### Wires at chosen ports, followed through buffers

(4 px per um)
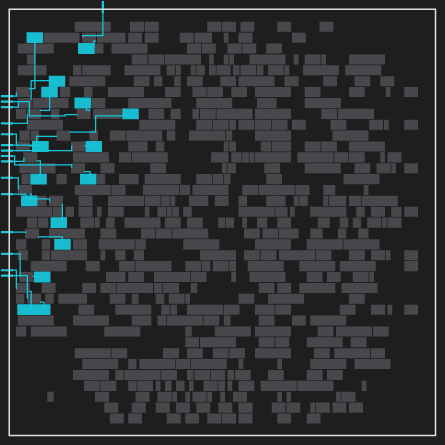
### I/O pins on the die edge

(2 px per um) Pins as bars across the die edge, other pins in gray.
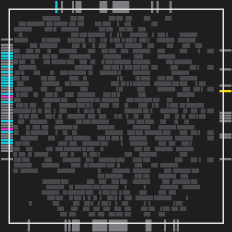
### Routing congestion

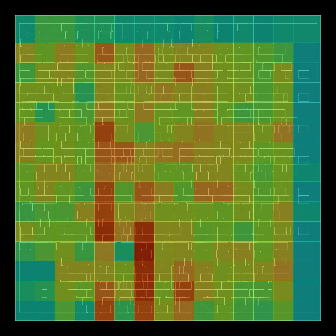
### config.mk
export PLATFORM = sky130hd
export DESIGN_NAME = ks_add_stream_flat
export DESIGN_NICKNAME = d
export VERILOG_FILES = /design/src/rtl/ks_add_stream_pkg.sv /design/src/rtl/ks_add_stream_if.sv /design/src/rtl/ks_add_stream_fifo.sv /design/src/rtl/ks_add_stream.sv /design/src/flat_wrapper.sv
export SDC_FILE = /design/constraint.sdc
export NUM_CORES = 1
export LEC_CHECK = 0
export CAP_MARGIN = 30
export CORE_UTILIZATION = 40
export CTS_BUF_LIST = sky130_fd_sc_hd__clkbuf_4 sky130_fd_sc_hd__clkbuf_8 sky130_fd_sc_hd__clkbuf_16
export CTS_CLUSTER_SIZE = 20
export DETAILED_ROUTE_END_ITERATION = 12
export PLACE_DENSITY = 0.67
export RECOVER_POWER = 100
export SYNTH_ARGS = -nofsm -noshare
export SYNTH_HDL_FRONTEND = slang
export SYNTH_HIERARCHICAL = 1
export SYNTH_SLANG_ARGS = --single-unit
### constraint.sdc
create_clock -name clk -period 3.1 [get_ports clk]
set_clock_uncertainty 0.05 [all_clocks]
set_input_delay 0.465 -clock clk [delete_from_list [all_inputs] [get_ports clk]]
set_output_delay 0.465 -clock clk [all_outputs]
set_load 0.05 [all_outputs]
### src/rtl/ks_add_stream_pkg.sv
// Shared types for the ks_add_stream front-end: op codes, S1 beat and result entry.
// KS_ADD_SAT_EN (see ks_add_stream.sv) selects saturating ACC.
package ks_add_pkg;
   localparam int WIDTH = 16;

   typedef enum logic [1:0] {
      KS_ADD  = 2'b00,
      KS_ACC  = 2'b01,
      KS_LOAD = 2'b10,
      KS_CLR  = 2'b11
   } ks_op_e;

   typedef struct packed {
      ks_op_e           op;
      logic [WIDTH-1:0] a;
      logic [WIDTH-1:0] b;
   } ks_beat_t;

   typedef struct packed {
      logic [WIDTH-1:0] sum;
      logic             cout;
      logic             ovf;
   } ks_res_t;

   // Flags recovered from operand and sum MSBs only, so the adder stays a plain 16-bit sum.
   function automatic ks_res_t ks_add_flags(logic [WIDTH-1:0] a, logic [WIDTH-1:0] b,
                                            logic [WIDTH-1:0] s);
      ks_res_t r;
      r.sum  = s;
      r.cout = (a[WIDTH-1] & b[WIDTH-1]) | ((a[WIDTH-1] ^ b[WIDTH-1]) & ~s[WIDTH-1]);
      r.ovf  = (a[WIDTH-1] == b[WIDTH-1]) && (s[WIDTH-1] != a[WIDTH-1]);
      return r;
   endfunction
endpackage

### src/rtl/ks_add_stream_if.sv
// Operand stream, external adder hookup and result stream of ks_add_stream.
// slave = the stage itself; master = producer/consumer/adder side.
interface ks_add_stream_if;
   import ks_add_pkg::*;

   logic             in_valid;
   logic             in_ready;
   logic [1:0]       in_op;
   logic [WIDTH-1:0] in_a;
   logic [WIDTH-1:0] in_b;
   logic [WIDTH-1:0] add_a;
   logic [WIDTH-1:0] add_b;
   logic [WIDTH-1:0] add_res;
   logic             out_valid;
   logic             out_ready;
   logic [WIDTH-1:0] out_sum;
   logic             out_cout;
   logic             out_ovf;

   modport master (
      output in_valid, in_op, in_a, in_b, add_res, out_ready,
      input  in_ready, add_a, add_b, out_valid, out_sum, out_cout, out_ovf
   );

   modport slave (
      input  in_valid, in_op, in_a, in_b, add_res, out_ready,
      output in_ready, add_a, add_b, out_valid, out_sum, out_cout, out_ovf
   );
endinterface

### src/rtl/ks_add_stream_fifo.sv
// 2-entry result FIFO; head reads as zero while empty so the bus is quiet.
// Caller guarantees no push at count 2 without a simultaneous pop.
module ks_out_fifo #(
   parameter int W = 18
) (
   input  logic         clk,
   input  logic         rst_n,
   input  logic         push,
   input  logic [W-1:0] din,
   input  logic         pop,
   output logic [W-1:0] dout,
   output logic [1:0]   count
);
   logic [1:0][W-1:0] mem;
   logic              wr_ptr;
   logic              rd_ptr;
   logic              pop_ok;

   assign pop_ok = pop && (count != 2'd0);
   assign dout   = (count != 2'd0) ? mem[rd_ptr] : '0;

   always_ff @(posedge clk or negedge rst_n) begin
      if (!rst_n) begin
         mem    <= '0;
         wr_ptr <= 1'b0;
         rd_ptr <= 1'b0;
         count  <= 2'd0;
      end else begin
         if (push) begin
            mem[wr_ptr] <= din;
            wr_ptr      <= ~wr_ptr;
         end
         if (pop_ok)
            rd_ptr <= ~rd_ptr;
         case ({push, pop_ok})
            2'b10:   count <= count + 2'd1;
            2'b01:   count <= count - 2'd1;
            default: count <= count;
         endcase
      end
   end
endmodule

### src/rtl/ks_add_stream.sv
// Valid/ready front-end for the external 16-bit Kogge-Stone adder with running accumulator.
// Optional: KS_ADD_SAT_EN makes ACC saturate to 16'hFFFF on unsigned carry.
module ks_add_stream
   import ks_add_pkg::*;
(
   input logic             clk,
   input logic             rst_n,
   ks_add_stream_if.slave  bus
);
   ks_beat_t         s1_q;
   logic             s1_valid;
   logic [WIDTH-1:0] acc_q;
   logic [WIDTH-1:0] op_a;
   logic [WIDTH-1:0] op_b;
   logic             s1_advance;
   logic             in_rdy;
   logic             pop;
   logic [1:0]       fifo_cnt;
   ks_res_t          res_d;
   ks_res_t          head;

   // The buffer has room unless full; a full buffer still drains this cycle if out_ready.
   assign s1_advance = s1_valid && ((fifo_cnt != 2'd2) || bus.out_ready);
   assign in_rdy     = !s1_valid || s1_advance;
   assign pop        = (fifo_cnt != 2'd0) && bus.out_ready;

   always_comb begin
      op_a = '0;
      op_b = '0;
      if (s1_valid) begin
         case (s1_q.op)
            KS_ADD: begin
               op_a = s1_q.a;
               op_b = s1_q.b;
            end
            KS_ACC: begin
               op_a = acc_q;
               op_b = s1_q.b;
            end
            default: ;
         endcase
      end
   end

   always_comb begin
      res_d = '0;
      case (s1_q.op)
         KS_ADD: res_d = ks_add_flags(op_a, op_b, bus.add_res);
         KS_ACC: begin
            res_d = ks_add_flags(op_a, op_b, bus.add_res);
`ifdef KS_ADD_SAT_EN
            if (res_d.cout)
               res_d.sum = '1;
`endif
         end
         KS_LOAD: res_d.sum = s1_q.a;
         default: ;
      endcase
   end

   always_ff @(posedge clk or negedge rst_n) begin
      if (!rst_n) begin
         s1_valid <= 1'b0;
         s1_q     <= '0;
      end else if (in_rdy) begin
         s1_valid <= bus.in_valid;
         if (bus.in_valid)
            s1_q <= '{op: ks_op_e'(bus.in_op), a: bus.in_a, b: bus.in_b};
      end
   end

   // The next ACC only reaches S1 after this edge, so acc_q never needs a bypass.
   always_ff @(posedge clk or negedge rst_n) begin
      if (!rst_n) begin
         acc_q <= '0;
      end else if (s1_advance) begin
         case (s1_q.op)
            KS_ACC, KS_LOAD: acc_q <= res_d.sum;
            KS_CLR:          acc_q <= '0;
            default:         acc_q <= acc_q;
         endcase
      end
   end

   ks_out_fifo #(.W($bits(ks_res_t))) u_fifo (
      .clk   (clk),
      .rst_n (rst_n),
      .push  (s1_advance),
      .din   (res_d),
      .pop   (pop),
      .dout  (head),
      .count (fifo_cnt)
   );

   assign bus.in_ready  = in_rdy;
   assign bus.add_a     = op_a;
   assign bus.add_b     = op_b;
   assign bus.out_valid = (fifo_cnt != 2'd0);
   assign bus.out_sum   = head.sum;
   assign bus.out_cout  = head.cout;
   assign bus.out_ovf   = head.ovf;
endmodule

### src/flat_wrapper.sv
// flat-port wrapper written by rule: the top's interface ports become plain ports
module ks_add_stream_flat import ks_add_pkg::*;
  (clk, rst_n, bus_in_valid, bus_in_op, bus_in_a, bus_in_b, bus_add_res, bus_out_ready, bus_in_ready, bus_add_a, bus_add_b, bus_out_valid, bus_out_sum, bus_out_cout, bus_out_ovf);
  ks_add_stream_if bus_i ();
  input logic clk;
  input logic rst_n;
  input wire logic [$bits(bus_i.in_valid)-1:0] bus_in_valid;
  input wire logic [$bits(bus_i.in_op)-1:0] bus_in_op;
  input wire logic [$bits(bus_i.in_a)-1:0] bus_in_a;
  input wire logic [$bits(bus_i.in_b)-1:0] bus_in_b;
  input wire logic [$bits(bus_i.add_res)-1:0] bus_add_res;
  input wire logic [$bits(bus_i.out_ready)-1:0] bus_out_ready;
  output wire logic [$bits(bus_i.in_ready)-1:0] bus_in_ready;
  output wire logic [$bits(bus_i.add_a)-1:0] bus_add_a;
  output wire logic [$bits(bus_i.add_b)-1:0] bus_add_b;
  output wire logic [$bits(bus_i.out_valid)-1:0] bus_out_valid;
  output wire logic [$bits(bus_i.out_sum)-1:0] bus_out_sum;
  output wire logic [$bits(bus_i.out_cout)-1:0] bus_out_cout;
  output wire logic [$bits(bus_i.out_ovf)-1:0] bus_out_ovf;
  assign bus_i.in_valid = bus_in_valid;
  assign bus_i.in_op = bus_in_op;
  assign bus_i.in_a = bus_in_a;
  assign bus_i.in_b = bus_in_b;
  assign bus_i.add_res = bus_add_res;
  assign bus_i.out_ready = bus_out_ready;
  assign bus_in_ready = bus_i.in_ready;
  assign bus_add_a = bus_i.add_a;
  assign bus_add_b = bus_i.add_b;
  assign bus_out_valid = bus_i.out_valid;
  assign bus_out_sum = bus_i.out_sum;
  assign bus_out_cout = bus_i.out_cout;
  assign bus_out_ovf = bus_i.out_ovf;
  ks_add_stream u_core (.clk(clk), .rst_n(rst_n), .bus(bus_i));
endmodule
==> impl_metrics.yaml <==
# yosys + openroad results
sta:
  hold_violations: 0
  fin_crit_sh_pct: 91.1
  final_max_slew_viol_count: 0
  relSlewSlack_pct: 16.5
  setup_violations: 0
  period_needed_ns: 2.82
clock_network:
  cts_htree_levels: 3
  post-cts-setup-buffers: 0
  clockRootBuffer: "clkbuf_8"
  cts_tree: "yes"
  cts-buffers-inserted: 9
  clkSinkCount: 91
  cts_resized: 0
  clock_latency_ns: 0.35
power_and_ir_drop:
  leakage_uw: 0.00254
  ir_drop_uv: 625
synth:
  mux_area_share_pct: 30.6
  top_cell: "mux2_2"
  largest_area_cell: "dfrtp_1"
  edf_count: 0
  ys_seq_share_pct: 52.4
  syn-num-nets: 396
  synthArstFlopShare_pct: 100
  yosys_cells: 340
  syn_area_um2: 4340
  top_cells_by_area: "dfrtp_1 52%, mux2_2 26%, mux2i_1 4.4%, nor2_1 3.1%, and2_1 2.4%"
  ys_sh_adder_pct: 0.576
  syn_avg_cell_area_um2: 12.8
  ys_sh_xor_pct: 1.01
  synth_cell_types: 28
  yosysTopAreaCellShare_pct: 52.4
  syn_inst: 340
  synth-seq-cells: 91
  synthFlopType: "dfrtp_1"
  topCombFamilyByArea: "multiplexers"
detailed_routing:
  viasPerCell: 4.87
  dr.pass1.iters: 4
  num_vias: 2875
  drtIter0Drc: 61
  wl_um: 9170
  drc: 0
final_layout:
  clock_buffers: 10
  fillers: 933
  buffers: 115
  inverters_excl_clock: 2
  logic_area_um2: 1930
  seq_share_pct: 39.9
  syn2layout_area_growth_pct: 31.3
  final-nonclk-buf-share_pct: 19.5
  top_area_cell_class: "flip-flops and latches"
  layout-drive-gt1-share_pct: 31.5
  lay_top_count: "mux2_2"
  antenna_cells: 0
  ff_count: 91
  largestRegisters: "u_core/u_fifo/mem: 36 flops, u_core/s1_q: 34 flops, u_core/acc_q: 16 flops"
  comb_share_pct: 33.9
  top_register: "u_core/u_fifo/mem"
  regArea_um2: 2280
  clock_area_share_pct: 3.53
floorplan:
  num_rows: 37
  die_x_um: 106
  fp.dieH_um: 106
  dieArea_um2: 11300
  fp_util_pct: 41.7
  n_tap_cell: 136
  boundaryPins: 106
global_route:
  grt_overflow: 0
  antenna_found_initial: 0
  grt_pass1_vias: 3059
  grt_pass1_wl_um: 15400
  grt_usage_pct: 17.6
  grt_max_degree: 51
setup_path:
  critPathCapture: "bus_add_a[7]"
  crit_type: "reg -> out"
  rr_endpoint: "u_core/u_fifo/mem[18]$_DFFE_PN0P_"
  critPathMaxFanout: 18
  critPathRequiredTime_ns: 2.58
  reg2reg_slack_ns: 0.71
  startpoint: "u_core/s1_q[33]$_DFFE_PN0P_"
  worstSetupStartpointType: "register"
  rr_worst_depth: 7
place:
  hpwl_um: 6650
  gp_congestion: 0.794
worst_hold_path:
  hp-class: "in -> async"
status:
  status: "completed"
Notes on 'Wires at chosen ports, followed through buffers' above:
- bus_in_b: cyan (direction input; edge 15 left, 1 top; end cells 16; buffers 16; wire 235 um)

Notes on 'I/O pins on the die edge' above:
- bus_out_cout: yellow (pins 1; direction output; edge right)
- bus_in_b: cyan (pins 16; direction input; edge 15 left, 1 top)
- bus_in_op: magenta (pins 2; direction input; edge left)
- all pins by edge: 42 left, 31 bottom, 22 top, 11 right

Notes on 'Routing congestion' above:
Routed WL per cell: 15.5 um
M1 GR Usage: 24.1%
met2 Usage GRT: 26.4%

metrics by stage:
step	hold WS, ns	instances	total power [uW]	cell area (um^2)	worst slack (ns)
global placement	0.430	574	4590	5560	0.477
CTS	0.103	590	5470	5760	0.299
global route	0.425	590	5630	5700	0.111
floorplan	0.119	340	3830	4340	0.522
finish	0.317	590	5300	5700	0.276
detailed placement	0.436	574	4650	5560	0.466
report_power, final:
group,internal [uW],switching [uW]
clock,395,417
combinational,1090,1560
sequential,1610,223
total,3100,2200
layer usage:
layer	vias up	track usage (%)	wire length, um
li1	1387	-	-
met1	1404	24.1	4250
met2	73	26.4	4220
met3	11	5.70	584
met4	0	5.26	117
met5	-	0	0
critical path, cell delays in order (launching register included):
cell           delay, ns
dfrtp_1             0.38
nand2b_1            0.46
nor2_1              0.23
dlygate4sd3_1       0.90
No activity file was given, so power comes from the tool's default toggle rates.
